$ cat config.mk
export PLATFORM = sky130hd
export DESIGN_NAME = serial_frame_tx_flat
export DESIGN_NICKNAME = d
export VERILOG_FILES = /design/src/rtl/serial_tx_pkg.sv /design/src/rtl/serial_frame_tx_if.sv /design/src/rtl/serial_tx_fifo.sv /design/src/rtl/serial_frame_tx.sv /design/src/flat_wrapper.sv
export SDC_FILE = /design/constraint.sdc
export NUM_CORES = 1
export LEC_CHECK = 0
export CORE_UTILIZATION = 35
export DETAILED_ROUTE_END_ITERATION = 8
export PLACE_DENSITY_LB_ADDON = 0.25
export SLEW_MARGIN = 20
export SYNTH_ARGS = -nofsm -noshare
export SYNTH_HDL_FRONTEND = slang
export SYNTH_SLANG_ARGS = --single-unit
$ cat constraint.sdc
create_clock -name clk_i -period 2.65 [get_ports clk_i]
set_input_delay 0.265 -clock clk_i [delete_from_list [all_inputs] [get_ports clk_i]]
set_output_delay 0.265 -clock clk_i [all_outputs]
set_load 0.03 [all_outputs]
$ cat src/rtl/serial_tx_pkg.sv
// Shared FSM state encoding and frame constants for serial_frame_tx.
// Frame length follows SERIAL_TX_PARITY_EN: 10 bits, or 11 with even parity.
package serial_tx_pkg;

    typedef enum logic [1:0] {
        ST_IDLE  = 2'd0,
        ST_SETUP = 2'd1,
        ST_PULSE = 2'd2
    } state_e;

`ifdef SERIAL_TX_PARITY_EN
    localparam int FRAME_BITS = 11;
`else
    localparam int FRAME_BITS = 10;
`endif

    localparam logic START_BIT = 1'b0;
    localparam logic STOP_BIT  = 1'b1;

    typedef logic [FRAME_BITS-1:0] frame_t;

    // Bit 0 goes out first, so the frame is packed LSB-first.
    function automatic frame_t build_frame(input logic [7:0] data);
        frame_t f;
`ifdef SERIAL_TX_PARITY_EN
        f = {STOP_BIT, ^data, data, START_BIT};
`else
        f = {STOP_BIT, data, START_BIT};
`endif
        return f;
    endfunction

endpackage

$ cat src/rtl/serial_frame_tx_if.sv
// Byte handshake and serial link signals of serial_frame_tx.
// master = byte producer / link observer, slave = the framer.
interface serial_frame_tx_if #(
    parameter int FIFO_DEPTH = 4
);
    localparam int LW = $clog2(FIFO_DEPTH) + 1;

    logic [7:0]    data_i;
    logic          valid_i;
    logic          ready_o;
    logic          sclk_o;
    logic          sdo_o;
    logic          busy_o;
    logic [LW-1:0] level_o;

    modport master (
        output data_i, valid_i,
        input  ready_o, sclk_o, sdo_o, busy_o, level_o
    );

    modport slave (
        input  data_i, valid_i,
        output ready_o, sclk_o, sdo_o, busy_o, level_o
    );
endinterface

$ cat src/rtl/serial_tx_fifo.sv
// Synchronous byte FIFO with registered full/level; a push while full is refused
// even if a pop happens on the same edge.
module serial_tx_fifo #(
    parameter  int DEPTH = 4,
    localparam int AW    = $clog2(DEPTH),
    localparam int LW    = AW + 1
) (
    input  logic          clk_i,
    input  logic          rst_i,
    input  logic          push_i,
    input  logic          pop_i,
    input  logic [7:0]    din_i,
    output logic [7:0]    dout_o,
    output logic          full_o,
    output logic          empty_o,
    output logic [LW-1:0] level_o
);
    logic [7:0]    mem_q [DEPTH];
    logic [AW-1:0] wr_ptr_q, wr_ptr_d;
    logic [AW-1:0] rd_ptr_q, rd_ptr_d;
    logic [LW-1:0] level_q, level_d;
    logic          full_q, full_d;
    logic          push_ok, pop_ok;

    always_comb begin
        push_ok  = push_i && !full_q;
        pop_ok   = pop_i && (level_q != '0);
        wr_ptr_d = wr_ptr_q + AW'(push_ok);
        rd_ptr_d = rd_ptr_q + AW'(pop_ok);
        level_d  = level_q + LW'(push_ok) - LW'(pop_ok);
        full_d   = (level_d == LW'(DEPTH));
    end

    // NOTE: state flops use non-blocking assignments so every flop samples pre-edge values.
    always_ff @(posedge clk_i or posedge rst_i) begin
        if (rst_i) begin
            wr_ptr_q <= '0;
            rd_ptr_q <= '0;
            level_q  <= '0;
            full_q   <= 1'b0;
        end else begin
            wr_ptr_q <= wr_ptr_d;
            rd_ptr_q <= rd_ptr_d;
            level_q  <= level_d;
            full_q   <= full_d;
        end
    end

    // NOTE: storage is not reset; the pointers and level alone define which entries are valid.
    always_ff @(posedge clk_i) begin
        if (push_ok) mem_q[wr_ptr_q] <= din_i;
    end

    assign dout_o  = mem_q[rd_ptr_q];
    assign full_o  = full_q;
    assign empty_o = (level_q == '0);
    assign level_o = level_q;

endmodule

$ cat src/rtl/serial_frame_tx.sv
// Byte-to-serial framer: FIFO-buffered bytes leave as start/data(LSB first)/stop frames
// on SCLK/SDO. Define SERIAL_TX_PARITY_EN to insert an even-parity bit before the stop bit.
module serial_frame_tx #(
    parameter int CLKDIV     = 4,
    parameter int FIFO_DEPTH = 4
) (
    input logic               clk_i,
    input logic               rst_i,
    serial_frame_tx_if.slave  bus
);
    import serial_tx_pkg::*;

    localparam int         LW         = $clog2(FIFO_DEPTH) + 1;
    localparam logic [7:0] DIV_RELOAD = 8'(CLKDIV - 1);
    localparam logic [3:0] LAST_BIT   = 4'(FRAME_BITS - 1);

    state_e        state_q, state_d;
    logic [7:0]    div_q, div_d;
    logic [3:0]    bit_q, bit_d;
    frame_t        shift_q, shift_d;
    logic          sclk_q, sclk_d;
    logic          pop;
    logic [7:0]    fifo_dout;
    logic          fifo_full, fifo_empty;
    logic [LW-1:0] fifo_level;

    serial_tx_fifo #(.DEPTH(FIFO_DEPTH)) u_fifo (
        .clk_i   (clk_i),
        .rst_i   (rst_i),
        .push_i  (bus.valid_i),
        .pop_i   (pop),
        .din_i   (bus.data_i),
        .dout_o  (fifo_dout),
        .full_o  (fifo_full),
        .empty_o (fifo_empty),
        .level_o (fifo_level)
    );

    // NOTE: every output of this block gets a default first, so no path infers a latch.
    always_comb begin
        state_d = state_q;
        div_d   = div_q;
        bit_d   = bit_q;
        shift_d = shift_q;
        sclk_d  = sclk_q;
        pop     = 1'b0;
        unique case (state_q)
            ST_IDLE: begin
                sclk_d = 1'b0;
                div_d  = DIV_RELOAD;
                if (!fifo_empty) begin
                    pop     = 1'b1;
                    shift_d = build_frame(fifo_dout);
                    bit_d   = '0;
                    state_d = ST_SETUP;
                end
            end
            ST_SETUP: begin
                if (div_q == '0) begin
                    div_d   = DIV_RELOAD;
                    sclk_d  = 1'b1;
                    state_d = ST_PULSE;
                end else begin
                    div_d = div_q - 8'd1;
                end
            end
            ST_PULSE: begin
                if (div_q == '0) begin
                    div_d   = DIV_RELOAD;
                    sclk_d  = 1'b0;
                    // Shifting in ones leaves sdo at the idle level once the frame drains.
                    shift_d = {1'b1, shift_q[FRAME_BITS-1:1]};
                    state_d = ST_SETUP;
                    if (bit_q != LAST_BIT) begin
                        bit_d = bit_q + 4'd1;
                    end else if (!fifo_empty) begin
                        pop     = 1'b1;
                        shift_d = build_frame(fifo_dout);
                        bit_d   = '0;
                    end else begin
                        state_d = ST_IDLE;
                    end
                end else begin
                    div_d = div_q - 8'd1;
                end
            end
            default: state_d = ST_IDLE;
        endcase
    end

    always_ff @(posedge clk_i or posedge rst_i) begin
        if (rst_i) begin
            state_q <= ST_IDLE;
            div_q   <= DIV_RELOAD;
            bit_q   <= '0;
            shift_q <= '1;
            sclk_q  <= 1'b0;
        end else begin
            state_q <= state_d;
            div_q   <= div_d;
            bit_q   <= bit_d;
            shift_q <= shift_d;
            sclk_q  <= sclk_d;
        end
    end

    assign bus.sclk_o  = sclk_q;
    assign bus.sdo_o   = shift_q[0];
    assign bus.ready_o = !fifo_full;
    assign bus.level_o = fifo_level;
    assign bus.busy_o  = (state_q != ST_IDLE) || (fifo_level != '0);

endmodule

$ cat src/flat_wrapper.sv
// flat-port wrapper written by rule: the top's interface ports become plain ports
module serial_frame_tx_flat import serial_tx_pkg::*;
#(
    parameter int CLKDIV     = 4,
    parameter int FIFO_DEPTH = 4
)
  (clk_i, rst_i, bus_data_i, bus_valid_i, bus_ready_o, bus_sclk_o, bus_sdo_o, bus_busy_o, bus_level_o);
  serial_frame_tx_if #(.FIFO_DEPTH(FIFO_DEPTH)) bus_i ();
  input logic clk_i;
  input logic rst_i;
  input wire logic [$bits(bus_i.data_i)-1:0] bus_data_i;
  input wire logic [$bits(bus_i.valid_i)-1:0] bus_valid_i;
  output wire logic [$bits(bus_i.ready_o)-1:0] bus_ready_o;
  output wire logic [$bits(bus_i.sclk_o)-1:0] bus_sclk_o;
  output wire logic [$bits(bus_i.sdo_o)-1:0] bus_sdo_o;
  output wire logic [$bits(bus_i.busy_o)-1:0] bus_busy_o;
  output wire logic [$bits(bus_i.level_o)-1:0] bus_level_o;
  assign bus_i.data_i = bus_data_i;
  assign bus_i.valid_i = bus_valid_i;
  assign bus_ready_o = bus_i.ready_o;
  assign bus_sclk_o = bus_i.sclk_o;
  assign bus_sdo_o = bus_i.sdo_o;
  assign bus_busy_o = bus_i.busy_o;
  assign bus_level_o = bus_i.level_o;
  serial_frame_tx #(.CLKDIV(CLKDIV), .FIFO_DEPTH(FIFO_DEPTH)) u_core (.clk_i(clk_i), .rst_i(rst_i), .bus(bus_i));
endmodule
==> impl_metrics.tcl <==
# implementation run metrics
set metrics [dict create \
    dr_wl_met2_um 2373 \
    cp_max_fo 5 \
    postCtsResizedCells 1 \
    syn-num-nets 226 \
    detail_route.wirelength_um 5027 \
    power.density_cell_area_nw_per_um2 1182 \
    yosysUniqueCellTypes 47 \
    die_area_um2 8757 \
    required_ps 2910 \
    initial_detailed_routing_violation_count 72 \
    outcome "complete, no violations" \
    final.setup.tns_ps 0 \
    number_of_flops_mapped_to_enable_cells_by_yosys 32 \
    boundaryPins 18 \
    routedWlPerCell_um 14.53 \
    final-max-slew-violation-count 0 \
    tapcell.inserted 105 \
    grt.total_usage 0.1275 \
    comb-cell-share 0.3086 \
    clock_area_frac 0.06414 \
    power_top_consumer "sequential cells" \
    area_growth_syn_to_layout_pct 20.29 \
    synth_area_um2 2935 \
    aoi_share 0.06351 \
    use_met1 0.1733 \
    synth_top_cell_by_area "edfxtp_1" \
    number_of_buffer_and_inverter_instances_along_the_worst_setup_path 2 \
    cts.sinks 64 \
    synth_top_flop_cell "edfxtp_1" \
    synth.yosys.seq_area_share 0.6049 \
    nMultiInputCombCells 118 \
    start_kind "register" \
    finalCritPeriodShare 0.9381 \
    postSynthRegisterBits 64 \
    clk_root_buffer_cell "clkbuf_8" \
    met3_length_um 187 \
    postRouteAntennaNets 0 \
    synth-simple-area-share 0.08184 \
    num-nonclk-buffers 28 \
    grt_start_max_net_pins 33 \
    tool_warning_count 31 \
    period_needed_ps 2486 \
    synth.most_common_cell "edfxtp_1" \
    final-setup-viol-count 0 \
    post_layout_nonfiller_instances 346 \
    io_buffer_count 17 \
    final_net_count 258 \
    power.internal_w 0.002755 \
    grt_setup_unrepaired "false" \
    worst-slew-pin-transition_ps 654.1 \
    hp-class "input port to asynchronous set/reset pin" \
    multiInputGateArea_um2 1090 \
    detailed_place_hpwl_um 3460 \
    globalRouteMet3Util 0.03252 \
    inv_count 15 \
    synth-xor-area-share 0.03581 \
    report.power.total_w 0.004175 \
    cts-htree-levels 3 \
    pre_cts_slack_ps 75.74 \
    post_cts.repair.setup_buffers 0 \
    gr-usage-met2 0.1900 \
    maxcap_violations 0 \
    timing.hold.ws_ps 318.5 \
    power.sequential.fraction 0.392 \
    comb_pwr_w 0.00160 \
    global_route_wire_length_before_repair_um 8280 \
    worst_slew_margin_rel 0.5599 \
    globalRoute.busiestLayer "met2" \
    finalHoldViolations 0 \
    tritoncts "done" \
    crit_slowest_cell "dfrtp_1" \
    grt_overflow 0 \
    synth.logic.top_family "multiplexers" \
    top_register "u_core.u_fifo.mem_q" \
    timing.critical_path.arrival_ps 2740 \
]
-- tightest hold or removal path: stages --
cell	delay, ps
clkdlybuf4s50_1	400
inv_1	50
buf_4	370
-- final timing paths --
kind	startpoint	to	slack, ps	depth (start not counted)
worst max-delay path	u_core.bit_q[1]	u_core.u_fifo.full_o	160	11
worst min-delay path	rst_i	u_core.div_q[6]	320	3
worst max register to register	u_core.bit_q[1]	u_core.u_fifo.full_o	160	11
worst min register to register	u_core.shift_q[1]	u_core.shift_q[1]	480	2
max in group asynchronous	rst_i	u_core.div_q[0]	1990	3
min in group clk_i	u_core.shift_q[1]	u_core.shift_q[1]	480	2
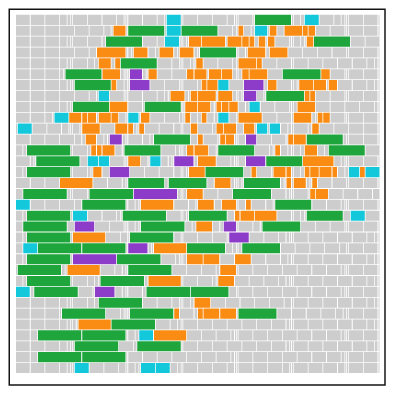
(placed cells, one color a class)
(4 px per um) Fill, decap, tap and diode cells in gray.
green -> flip-flops  # cells 64
cyan -> other buffers and delay cells  # cells 28
purple -> clock drivers and dummy loads  # cells 16
orange -> all other logic  # cells 133
area of the core: 8175 um^2
post-route cell area: 3531 um^2

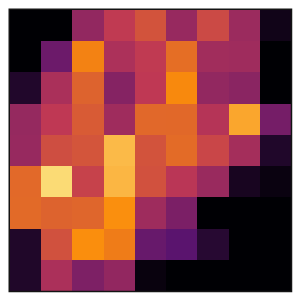
(cell area per tile)
(3 px per um) 9 x 9 tiles, from black (low) to pale yellow (high), 0 to 100% covered.
mean over tiles = 39%
densest ninth of the die = middle
nearly empty tiles = 17%
fraction of the core area occupied by cells at floorplan: 0.3590
Core Util, Final: 0.4319

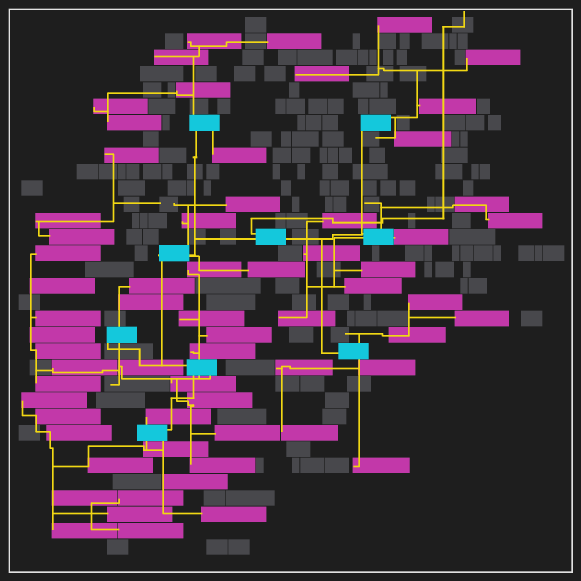
(clock wires, drivers and flops)
(6 px per um)
yellow -> clock wires  # length 807 um
cyan -> cells driving clock nets  # count 9
magenta -> flip-flops  # count 64
routed clock nets = 10
flops lie = all over the die
Clk network pwr share: 0.225
clock latency on the worst-skew pair: 340 ps
clock network power consumption: 0.000939 W

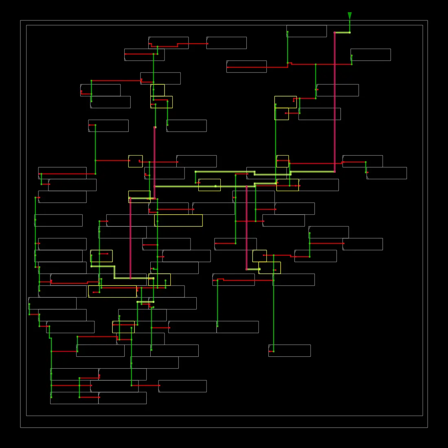
(the clock network)
total CTS buffers: 9
Post-Route Skew: 7.631 ps
clock buffer count: 9
FFs & Latches: 64

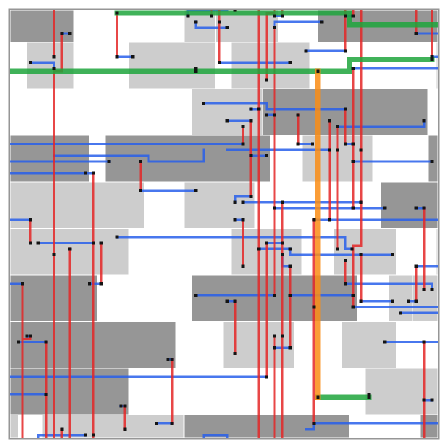
(a small window of the routed layout)
Region (34, 34) to (59, 59) um. Cells in gray, sequential cells in the stronger gray; small squares are vias.
red -> met2
green -> met3
orange -> met4
blue -> met1
sequential cells in the window = 8
most frequent = mux2_2 (5), dfstp_2 (4)
cells with their middle in the window = 25
netlist names of flops here include = u_core.shift_q (4), u_core.u_fifo.mem_q (2)

No activity file was given, so power comes from the tool's default toggle rates.
